### config.mk
export PLATFORM = sky130hd
export DESIGN_NAME = uart_tx_arbiter
export DESIGN_NICKNAME = d
export VERILOG_FILES = /design/src/rtl/uart_arb_pkg.sv /design/src/rtl/rr_picker.sv /design/src/rtl/uart_tx_arbiter.sv
export SDC_FILE = /design/constraint.sdc
export NUM_CORES = 1
export LEC_CHECK = 0
export ABC_CLOCK_PERIOD_IN_PS = 2530
export CORE_UTILIZATION = 44
export DETAILED_ROUTE_END_ITERATION = 8
export PLACE_DENSITY = 0.89
export SYNTH_ARGS = -nofsm -noshare
export SYNTH_HDL_FRONTEND = slang
export SYNTH_SLANG_ARGS = --single-unit
### constraint.sdc
create_clock -name clk -period 2.53 [get_ports clk]
set_clock_uncertainty 0.05 [all_clocks]
set_input_delay 0.6325 -clock clk [delete_from_list [all_inputs] [get_ports clk]]
set_output_delay 0.6325 -clock clk [all_outputs]
set_load 0.05 [all_outputs]
### src/rtl/uart_arb_pkg.sv
// Shared types for the UART transmit arbiter.
// State encoding, counter width and grant index sizing.
package uart_arb_pkg;

   typedef enum logic [1:0] {
      IDLE      = 2'd0,
      ISSUE     = 2'd1,
      WAIT_BUSY = 2'd2,
      WAIT_DONE = 2'd3
   } arb_state_e;

   localparam int CNT_W = 4;

   // A single requester still needs a 1-bit index.
   function automatic int gid_w(input int n);
      return (n <= 2) ? 1 : $clog2(n);
   endfunction

endpackage

### src/rtl/rr_picker.sv
// Round-robin winner search starting just after the pointer.
// Purely combinational.
module rr_picker
   import uart_arb_pkg::*;
#(
   parameter int NUM_REQ = 4,
   parameter int GID_W   = gid_w(NUM_REQ)
) (
   input  logic [NUM_REQ-1:0] req,
   input  logic [GID_W-1:0]   ptr,
   output logic [GID_W-1:0]   winner,
   output logic               any_valid
);

   // Walk from farthest to nearest so the nearest set bit wins.
   always_comb begin
      winner    = ptr;
      any_valid = 1'b0;
      for (int k = NUM_REQ; k >= 1; k--) begin
         if (req[(int'(ptr) + k) % NUM_REQ]) begin
            winner    = GID_W'((int'(ptr) + k) % NUM_REQ);
            any_valid = 1'b1;
         end
      end
   end

endmodule

### src/rtl/uart_tx_arbiter.sv
// Round-robin sharing of one UART transmitter among byte
// requesters; tracks tx_busy across each frame.
module uart_tx_arbiter
   import uart_arb_pkg::*;
#(
   parameter int  NUM_REQ      = 4,
   parameter int  DATA_W       = 8,
   parameter int  WR_CYCLES    = 2,
   parameter int  BUSY_TIMEOUT = 4,
   localparam int GID_W        = gid_w(NUM_REQ)
) (
   input  logic                      clk,
   input  logic                      rst,
   input  logic [NUM_REQ-1:0]        req_valid,
   input  logic [NUM_REQ*DATA_W-1:0] req_data,
   output logic [NUM_REQ-1:0]        req_ready,
   output logic                      uart_wr_o,
   output logic [DATA_W-1:0]         uart_dat_o,
   input  logic                      uart_tx_busy_i,
   output logic [GID_W-1:0]          grant_id,
   output logic                      active,
   output logic                      err_timeout
);

   arb_state_e state, state_n;

   logic [CNT_W-1:0]   cnt, cnt_n;
   logic [GID_W-1:0]   ptr, ptr_n;
   logic [GID_W-1:0]   gid_n, win;
   logic [NUM_REQ-1:0] ready_n;
   logic [DATA_W-1:0]  dat_n;
   logic               any_valid;
   logic               wr_n, err_n;

   rr_picker #(
      .NUM_REQ (NUM_REQ),
      .GID_W   (GID_W)
   ) u_pick (
      .req       (req_valid),
      .ptr       (ptr),
      .winner    (win),
      .any_valid (any_valid)
   );

   always_comb begin
      state_n = state;
      cnt_n   = cnt;
      ptr_n   = ptr;
      gid_n   = grant_id;
      dat_n   = uart_dat_o;
      ready_n = '0;
      wr_n    = 1'b0;
      err_n   = 1'b0;
      unique case (state)
         IDLE: begin
            if (any_valid && !uart_tx_busy_i) begin
               state_n      = ISSUE;
               cnt_n        = '0;
               ptr_n        = win;
               gid_n        = win;
               dat_n        = req_data[int'(win)*DATA_W +: DATA_W];
               ready_n[win] = 1'b1;
               wr_n         = 1'b1;
            end
         end
         ISSUE: begin
            if (cnt == CNT_W'(WR_CYCLES - 1)) begin
               state_n = WAIT_BUSY;
               cnt_n   = '0;
            end else begin
               cnt_n = cnt + 1'b1;
               wr_n  = 1'b1;
            end
         end
         WAIT_BUSY: begin
            // A byte that never raises busy is dropped, not retried.
            if (uart_tx_busy_i) begin
               state_n = WAIT_DONE;
            end else if (cnt == CNT_W'(BUSY_TIMEOUT - 1)) begin
               state_n = IDLE;
               err_n   = 1'b1;
            end else begin
               cnt_n = cnt + 1'b1;
            end
         end
         WAIT_DONE: begin
            if (!uart_tx_busy_i) state_n = IDLE;
         end
         default: state_n = IDLE;
      endcase
   end

   always_ff @(posedge clk) begin
      if (rst) begin
         state       <= IDLE;
         cnt         <= '0;
         ptr         <= GID_W'(NUM_REQ - 1);
         grant_id    <= '0;
         uart_dat_o  <= '0;
         req_ready   <= '0;
         uart_wr_o   <= 1'b0;
         err_timeout <= 1'b0;
         active      <= 1'b0;
      end else begin
         state       <= state_n;
         cnt         <= cnt_n;
         ptr         <= ptr_n;
         grant_id    <= gid_n;
         uart_dat_o  <= dat_n;
         req_ready   <= ready_n;
         uart_wr_o   <= wr_n;
         err_timeout <= err_n;
         active      <= (state_n != IDLE);
      end
   end

endmodule

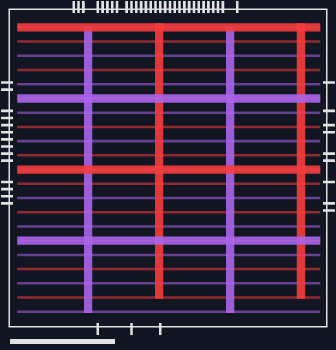
**Above:** run 1 (supply network).
Scale bar: 20 um. Pins as bars on the die edge.
- VSS: purple
- VDD: red
- met1 rails: 21
- signal pins: 56
core area: 3150 um^2
Worst VDD drop: 0.220 mV
die width: 60.4 um
chip height: 60.4 um

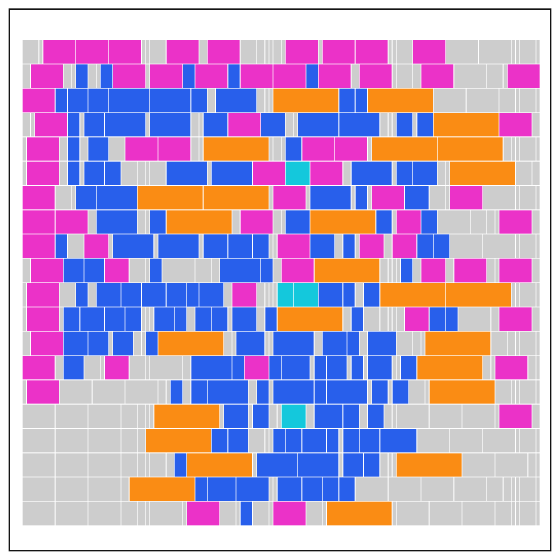
**Above:** run 1 (placement by cell class).
Fill, decap, tap and diode cells in gray.
- clock drivers and dummy loads: cyan (cells 4)
- all other logic: blue (cells 139)
- flip-flops: orange (cells 25)
- other buffers and delay cells: magenta (cells 65)
Seq/total area: 0.234
Core Util, Final: 0.677
number of core rows: 20
Design Area, Final: 2140 um^2

==> run summary, run 1 <==
yosys + openroad results -> Yosys reg bits=25, io pins=56, Hold WC Path Type=reg -> reg, Adder Area Share=0.0583, drt total wl=3.63 mm, Via density=5.33, CP peak stage delay=670 ps, n_diodes=0, Synth top area share=0.333, Floorplan Nets=221, clk buf depth=2, fillcell total=270, logic gate share of total power=0.395, cycle use final=0.905, Top Consumer=sequential cells, Min-Delay Endpoint=grant_id[1], CP startpoint kind=input port, Avg Inst Size Synth=8.59 um^2, Fin Hold WS=418 ps, Largest regs=uart_dat_o (8), cnt (4), req_ready (4), post-CTS setup buffer count=0, Total Neg Setup Slack=0 ps, Clock Root Buffer=clkbuf_4, clock-pin slew on the worst setup and hold paths=140 ps, yosys simple share=0.197, detailed-route DRC error count=0, CP delay by family, top=simple AND/OR/NAND/NOR gates, GRT Overall Usage=0.214, Final Hold Vio Count=0, R2R depth=7, Int Power=0.000658 W, CP Capture Point=uart_dat_o[2], Slew Limit Fails=0, Area growth syn-to-layout=42.1%, Lkg Pwr=0.826 nW, and-or/or-and share of the synthesized area=0.326, P_sw=0.000376 W, flip-flops with a built-in enable=0, CP cell instances=clkdlybuf4s50_1, nand2b_1, a21o_1, and3_1, a21oi_1, a211oi_2, Sw Share=0.364, critical path arrival=2500 ps, outcome=complete, no violations, cell depth of the worst setup path=6, Top reg by flops=uart_dat_o, total tool warning count=31, WS Path Type=in -> reg, CP Capture Type=flop, XOR/XNOR Area Share=0, vias in the first global route=1327, per-cell routed wire length=13.1 um, slowest CP cell=and3_1, pin count of the biggest net entering global routing=19, post-synthesis mux area share=0.00666, Power Dens Cells=484 nW/um^2, Num CTS Buffers=3, Top cells by area=dfxtp_1, a211oi_2, ha_1, a21oi_1, o21bai_1, hold buffers post-CTS=0, remaining global-route overflow=0, WP buf/inv=1, post-detail-place hpwl=2.86 mm, Max Freq=0.437 GHz, flop2flop setup slack=530 ps, fp util=0.477, Synth Seq Share=0.333, CTS Sinks=25, Crit Reg-Reg Startpoint=state[0], fraction of layout cells with a size suffix above 1=0.129, critical path launch point=req_valid[0], ys flop type=dfxtp_1, Synth Cell Area=1500 um^2, Seq pwr share=0.428, WP data required=2740 ps, post-route ant nets=0, DR pass1 iterations=5, Die ar.=3650 um^2, Worst Tran Pin Value=799 ps, final worst path period need=2290 ps
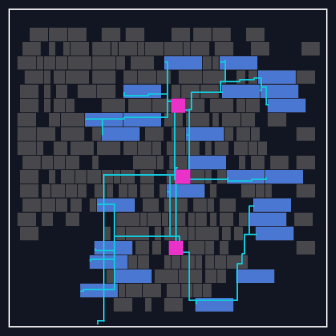
**Above:** run 1 (clock network drawn from the DEF).
- cells driving clock nets: magenta (count 3)
- clock wires: cyan (length 288 um)
- flip-flops: blue (count 25)
- routed clock nets: 4
Clock power frac: 0.177
Late-Pin Clk Latency: 320 ps
power drawn by the clock network: 0.000183 W

[run 1: placed cells by master, fill, tap and decap left out, drive strengths merged, types with 6 or more instances in the layout]
| cell | instances |
|---|---|
| a211oi | 17 |
| a21oi | 16 |
| a31oi | 9 |
| buf | 10 |
| clkdlybuf4s50 | 55 |
| dfxtp | 25 |
| ha | 7 |
| inv | 12 |
| nand2 | 15 |
| nand2b | 6 |
| nor2 | 10 |
| nor3 | 7 |
| o21ai | 6 |
| o21bai | 9 |
[run 1: synthesized netlist by cell type, types with 3 or more instances]
| library cell | number |
|---|---|
| nand3_1 | 3 |
| a21o_1 | 3 |
| dfxtp_1 | 25 |
| nor3_1 | 7 |
| clkbuf_1 | 3 |
| nor2_1 | 10 |
| ha_1 | 7 |
| buf_6 | 3 |
| a211oi_2 | 16 |
| o21ai_0 | 6 |
| inv_1 | 12 |
| a21oi_1 | 16 |
| o21bai_1 | 9 |
| a31oi_1 | 9 |
| buf_2 | 3 |
| nand2b_1 | 6 |
| nand3b_1 | 3 |
| nand2_1 | 15 |
[run 1: per-stage QoR]
step	total power [W]	cells	worst slack, ps	util	instance area [um^2]
floorplan	0.000708	175	647	-	1500
detailed placement	0.000859	273	-104	0.669	2110
CTS	0.00103	277	249	0.677	2140
global placement	0.000853	273	-56.9	0.669	2110
finish	0.00103	277	241	0.677	2140
global route	0.00109	277	75.8	0.677	2140
[run 1: final cells by class]
class	instances	area, um^2	area share
clock buffer	3	22.5	0.0105
clock inverter	1	5.00	0.00234
inverter	12	45.0	0.0211
multi-input combinational	127	882	0.413
sequential	25	500	0.234
tap	44	55.1	0.0258
timing repair buffer	65	626	0.293
[run 1: per-layer routing]
layer	GRT usage	wire length (um)	up-vias
li1	-	-	750
met3	0.0192	152	8
met5	0	0	-
met2	0.336	1740	46
met4	0.107	82	0
met1	0.293	1660	672
==> run 1 -> run 2 <==
Settings changed: CELL_PAD_IN_SITES_DETAIL_PLACEMENT set to 1, CELL_PAD_IN_SITES_GLOBAL_PLACEMENT set to 1, CORE_UTILIZATION 44 to 32.
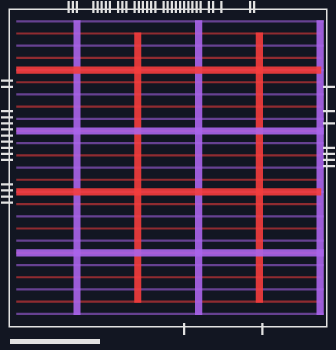
**Above:** run 2 (supply network).
Scale bar: 20 um. Pins as bars on the die edge.
- VSS: purple
- VDD: red
- met4 straps: 5
- rows: 24
- met1 rails: 25
- met5 straps: 4
die width: 70.5 um
chip height: 70.5 um
core area: 4440 um^2
Worst VDD drop: 0.219 mV

==> run 2 against run 1 <==
  * The run now ends with DRC left
  * Combinational power up 5.4%
  * Worst setup slack worse by 66 ps
  * Cell area up 3.5%
  * Sequential power about the same
  * Critical path type unchanged
  * Largest cell class unchanged
  * Largest power group unchanged
==> run summary, run 2 <==
yosys + openroad results -> outcome=finished with violations, violated checks=DRC, Floorplan Nets=221, CP Capture Type=flop, per-cell routed wire length=16.1 um, post-route ant nets=0, R2R depth=7, clk buf depth=2, Via density=5.27, Largest regs=uart_dat_o (8), cnt (4), req_ready (4), dominant logic cell type in the layout=clkdlybuf4s50_1, vias in the first global route=1609, detailed-route DRC error count=2, cycle use final=0.931, GRT Overall Usage=0.195, post-detail-place hpwl=3.63 mm, Lkg Pwr=0.855 nW, Core Util, Final=0.497, Fin Hold WS=427 ps, total tool warning count=31, flip-flops with a built-in enable=0, WP buf/inv=2, cell depth of the worst setup path=7, Min-Delay Endpoint=grant_id[1], Area growth syn-to-layout=47.1%, WP data required=2650 ps, drt total wl=4.63 mm, slowest CP cell=clkdlybuf4s50_1, Design Area, Final=2210 um^2, DR pass1 iterations=6, pin count of the biggest net entering global routing=20, Top cells by area=dfxtp_1, a211oi_2, ha_1, a21oi_1, o21bai_1, top cells by count=dfxtp_1, a211oi_2, a21oi_1, final worst path period need=2360 ps, CP startpoint kind=input port
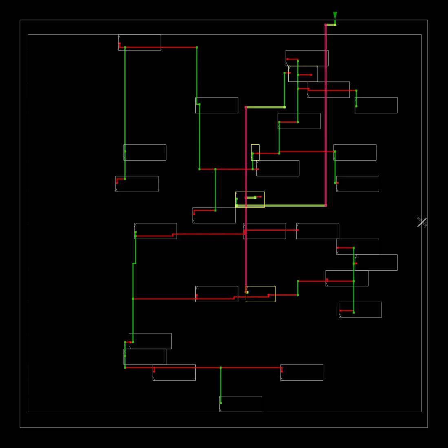
**Above:** run 2 (clock wiring as the flow saved it).
clock buf count: 4
power drawn by the clock network: 0.000257 W

-- run 2: cell counts after synthesis --
Identical to the previous run, type by type.
-- run 2: worst max-delay path by stage --
stage	end	slack, ps	from
2_1_floorplan	uart_dat_o[0]	650	req_valid[0]
3_3_place_gp	uart_dat_o[2]	8	req_valid[2]
3_5_place_dp	uart_dat_o[3]	-90	req_valid[2]
4_1_cts	uart_dat_o[3]	200	req_valid[2]
5_1_grt	uart_dat_o[3]	110	req_valid[2]
6_report	uart_dat_o[3]	170	req_valid[2]
-- run 2: area by class of cell --
cell class | count | area [um^2]
Fill cell | 530 | 2230
Multi-Input combinational cell | 127 | 882
Timing Repair Buffer | 68 | 673
Sequential cell | 25 | 500
Tap cell | 52 | 65.1
Clock buffer | 4 | 45.0
Inverter | 12 | 45.0
-- run 2: layer usage --
layer,part of all wire,up-vias,GRT usage
met4,0.014,0,0.0703
li1,-,749,-
met1,0.46,731,0.255
met5,0,-,0
met2,0.50,33,0.334
met3,0.025,5,0.0159
-- run 2: worst reg2reg max path, delay by kind of cell (launching register included) --
family	cells	cell delay (ps)
simple gates	3	800
flops	1	430
compound gates	2	320
fa+ha+maj	1	290
buf+inv	1	100
-- run 2: cell families after synthesis --
logic type      Yosys count  synth area share
compound gates           63             0.326
fa+ha+maj                 7            0.0583
buf+inv                  23            0.0799
flops                    25             0.333
mux                       1           0.00666
simple gates             56             0.197
-- run 2: report_power, final --
| group | switching (W) | internal [W] |
|---|---|---|
| clock | 0.000143 | 0.000113 |
| sequential | 0.0000213 | 0.000424 |
| combinational | 0.000246 | 0.000186 |
Power figures rest on the tool's default switching activity, not on a simulated workload.
